`src/rtl/bcd_display_scanner_if.sv`:
```
// Bus between the BCD multiplier and the display scanner.
// The multiplier side drives the result and its done flag.
// The scanner side drives the multiplexed 7-segment display.
interface bcd_display_scanner_if #(
  parameter int DIGITS = 4
);
  logic                  finish;
  logic [DIGITS*4-1:0]   bcd;
  logic [6:0]            seg;
  logic [DIGITS-1:0]     an;
  logic                  valid;

  modport master (output finish, output bcd, input seg, input an, input valid);
  modport slave  (input finish, input bcd, output seg, output an, output valid);
endinterface

```
`src/rtl/bcd_display_scanner.sv`:
```
// Captures a packed BCD product on the rising edge of the multiplier's finish
// flag and scans it onto a time-multiplexed 7-segment display, one digit per
// PRESCALE cycles. Leading zeros are blanked; nibbles above 9 display as 'E'.
module bcd_display_scanner #(
  parameter int N        = 5,
  parameter int DIGITS   = ((2*N)/3)+1,
  parameter int PRESCALE = 4
) (
  input  logic                    clk,
  input  logic                    reset,
  bcd_display_scanner_if.slave    bus
);

  localparam int PW = (PRESCALE > 1) ? $clog2(PRESCALE) : 1;
  localparam int IW = (DIGITS > 1) ? $clog2(DIGITS) : 1;

  typedef enum logic {
    ST_IDLE = 1'b0,
    ST_SHOW = 1'b1
  } state_t;

  state_t              state_q, state_d;
  logic [DIGITS*4-1:0] cap_q, cap_d;
  logic                finish_dly_q, finish_dly_d;
  logic [PW-1:0]       pcnt_q, pcnt_d;
  logic [IW-1:0]       idx_q, idx_d;
  logic [6:0]          seg_q, seg_d;
  logic [DIGITS-1:0]   an_q, an_d;

  logic [3:0]          nib   [DIGITS];
  logic [DIGITS-1:0]   blank;
  logic                finish_rise;

  // Split the captured word into nibbles and work out which digits are
  // leading zeros (this digit and every more significant one are zero).
  // Digit 0 always shows so that a zero result reads "0".
  genvar gi;
  generate
    for (gi = 0; gi < DIGITS; gi++) begin : g_digit
      assign nib[gi] = cap_q[gi*4 +: 4];
      if (gi == 0) begin : g_lsd
        assign blank[gi] = 1'b0;
      end else begin : g_upper
        assign blank[gi] = ~|cap_q[DIGITS*4-1:gi*4];
      end
    end
  endgenerate

  function automatic logic [6:0] decode(input logic [3:0] d);
    case (d)
      4'd0:    decode = 7'h3F;
      4'd1:    decode = 7'h06;
      4'd2:    decode = 7'h5B;
      4'd3:    decode = 7'h4F;
      4'd4:    decode = 7'h66;
      4'd5:    decode = 7'h6D;
      4'd6:    decode = 7'h7D;
      4'd7:    decode = 7'h07;
      4'd8:    decode = 7'h7F;
      4'd9:    decode = 7'h6F;
      default: decode = 7'h79;
    endcase
  endfunction

  assign finish_rise = bus.finish & ~finish_dly_q;

  // Next-state: capture on finish rise, free-running scan counters, and
  // registered display drive computed from the current digit and capture.
  always_comb begin
    state_d      = state_q;
    cap_d        = cap_q;
    finish_dly_d = bus.finish;
    pcnt_d       = pcnt_q + PW'(1);
    idx_d        = idx_q;
    seg_d        = 7'h00;
    an_d         = '0;

    if (finish_rise) begin
      cap_d   = bus.bcd;
      state_d = ST_SHOW;
    end

    if (pcnt_q == PW'(PRESCALE-1)) begin
      pcnt_d = '0;
      idx_d  = (idx_q == IW'(DIGITS-1)) ? '0 : idx_q + IW'(1);
    end

    if ((state_q == ST_SHOW) && !blank[idx_q]) begin
      an_d  = DIGITS'(1) << idx_q;
      seg_d = decode(nib[idx_q]);
    end
  end

  // State register with synchronous reset; finish is not sampled in reset.
  always_ff @(posedge clk) begin
    if (reset) begin
      state_q      <= ST_IDLE;
      cap_q        <= '0;
      finish_dly_q <= 1'b0;
      pcnt_q       <= '0;
      idx_q        <= '0;
      seg_q        <= 7'h00;
      an_q         <= '0;
    end else begin
      state_q      <= state_d;
      cap_q        <= cap_d;
      finish_dly_q <= finish_dly_d;
      pcnt_q       <= pcnt_d;
      idx_q        <= idx_d;
      seg_q        <= seg_d;
      an_q         <= an_d;
    end
  end

  assign bus.seg   = seg_q;
  assign bus.an    = an_q;
  assign bus.valid = (state_q == ST_SHOW);

endmodule

```
`src/flat_wrapper.sv`:
```
// flat-port wrapper written by rule: the top's interface ports become plain ports
module bcd_display_scanner_flat 
#(
  parameter int N        = 5,
  parameter int DIGITS   = ((2*N)/3)+1,
  parameter int PRESCALE = 4
)
  (clk, reset, bus_finish, bus_bcd, bus_seg, bus_an, bus_valid);
  bcd_display_scanner_if #(.DIGITS(DIGITS)) bus_i ();
  input  logic clk;
  input  logic reset;
  input wire logic [$bits(bus_i.finish)-1:0] bus_finish;
  input wire logic [$bits(bus_i.bcd)-1:0] bus_bcd;
  output wire logic [$bits(bus_i.seg)-1:0] bus_seg;
  output wire logic [$bits(bus_i.an)-1:0] bus_an;
  output wire logic [$bits(bus_i.valid)-1:0] bus_valid;
  assign bus_i.finish = bus_finish;
  assign bus_i.bcd = bus_bcd;
  assign bus_seg = bus_i.seg;
  assign bus_an = bus_i.an;
  assign bus_valid = bus_i.valid;
  bcd_display_scanner #(.N(N), .DIGITS(DIGITS), .PRESCALE(PRESCALE)) u_core (.clk(clk), .reset(reset), .bus(bus_i));
endmodule
```
`config.mk`:
```
export PLATFORM = sky130hd
export DESIGN_NAME = bcd_display_scanner_flat
export DESIGN_NICKNAME = d
export VERILOG_FILES = /design/src/rtl/bcd_display_scanner_if.sv /design/src/rtl/bcd_display_scanner.sv /design/src/flat_wrapper.sv
export SDC_FILE = /design/constraint.sdc
export NUM_CORES = 1
export LEC_CHECK = 0
export ABC_AREA = 0
export CAP_MARGIN = 15
export CORE_MARGIN = 2
export CORE_UTILIZATION = 35
export CTS_CLUSTER_DIAMETER = 120
export DETAILED_ROUTE_END_ITERATION = 16
export PLACE_DENSITY = 0.7
export SYNTH_ARGS = -nofsm -noshare
export SYNTH_HDL_FRONTEND = slang
export SYNTH_SLANG_ARGS = --single-unit
```
`constraint.sdc`:
```
create_clock -name clk -period 1.95 [get_ports clk]
set_input_delay 0.2925 -clock clk [delete_from_list [all_inputs] [get_ports clk]]
set_output_delay 0.2925 -clock clk [all_outputs]
set_load 0.01 [all_outputs]
```
**Cell sizes after repair**

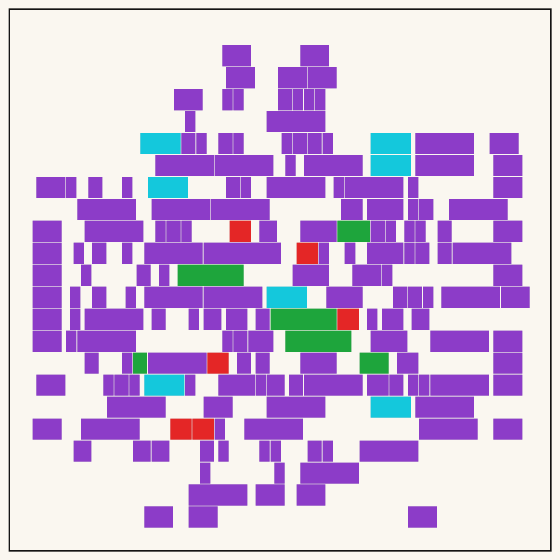
[green] x2 | cells: 6 | share: 3.2%
[purple] x1 and smaller | cells: 168 | share: 90%
[red] x3 and x4 | cells: 6 | share: 3.2%
[cyan] x6 and larger | cells: 7 | share: 3.7%
Area growth syn-to-layout: 32.58%
final instance area: 1833 um^2
setup ws final: 125.4 ps

**Metal layers overlaid**

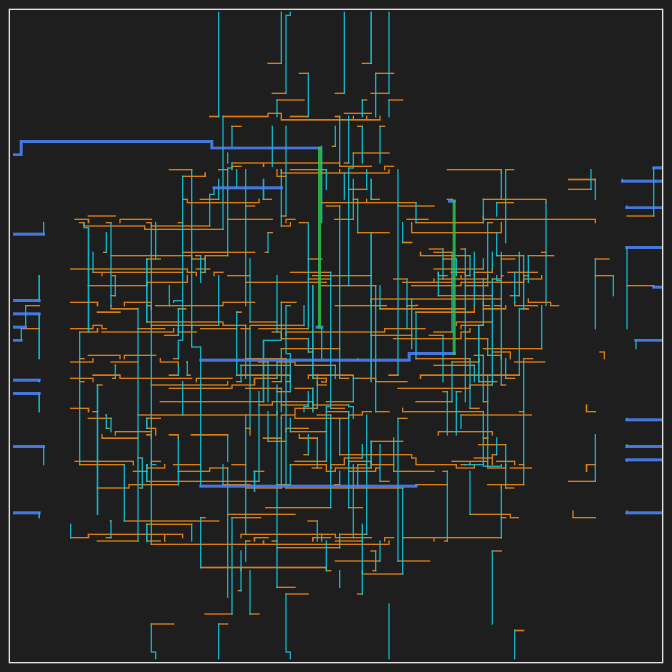
[green] M4 | wire length: 34.0 um
[orange] M1 | wire length: 1,170 um
[cyan] M2 | wire length: 1,150 um
[blue] M3 | wire length: 138 um
WL/cell: 10.61 um
DR vias: 1,094

**Cell classes on the final placement**

Fill, decap, tap and diode cells in grey.
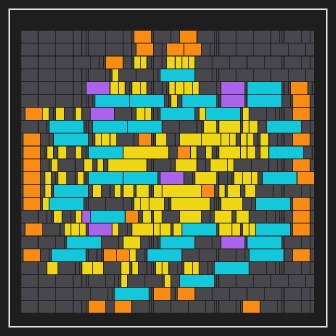
[orange] remaining buffers and delay cells | cells: 36
[purple] clock drivers and dummy loads | cells: 8
[cyan] registers | cells: 33
[yellow] remaining logic cells | cells: 110
Layout Utilization: 0.4933
Seq/total area: 0.3604
row count: 22
Core Footprint: 3716 um^2

==> changes_impl.md <==
## Implementation

* Flop area at 660.6 um^2
* Root Driver: clkbuf_8
* Stages on the worst setup path at 6
* Most numerous logic cells after layout: 35 x nand2_1, 33 x dfxtp_1, 30 x clkdlybuf4s50_1
* Largest class: flip-flops and latches
* Mapped Avg Cell Area at about 9.1 um^2
* Worst Setup SP: u_core.idx_q[0]$_SDFFE_PP0P_
* Post-synth top cells: 35 x nand2_1, 33 x dfxtp_1, 24 x a21oi_1
* Final Setup Violations at 0
* Vias in the first global route at 994
* Hold Buf Count CTS at 0
* Data arrival time of the worst path at 2000 ps
* Final Power at 1493 uW
* Simple share at 0.1964
* Setup Total Neg Slack at 0 ps
* Rel. slew slack at 0.6112
* Yosys cell count at 152
* Nets at 213
* Seq pwr share at 0.492
* Final clock skew at 5.801 ps
* Die height at 66.85 um
* Global-route usage over all layers at 0.1342
* RSZ-0062 raised after global routing: false
* Cell type with the largest total area: dfxtp_1
* Worst-path maximum fanout at 4
* Iteration-0 DRC Markers at about 52
* Placed cell areas at 1732 um^2
* Top FF cell, synth: dfxtp_1
* Startpoint Class: register
* # diodes at 0
* Endpoint class of the critical path: register
* Gpl congestion at 0.8455
* Initial Util at 0.3721
* Comb. pwr at 205 uW
* Ys flops at 33
* Sw Pwr at 348.5 uW
* Die W at 66.85 um
* Status: completed
Power and IR drop assume default switching activity.
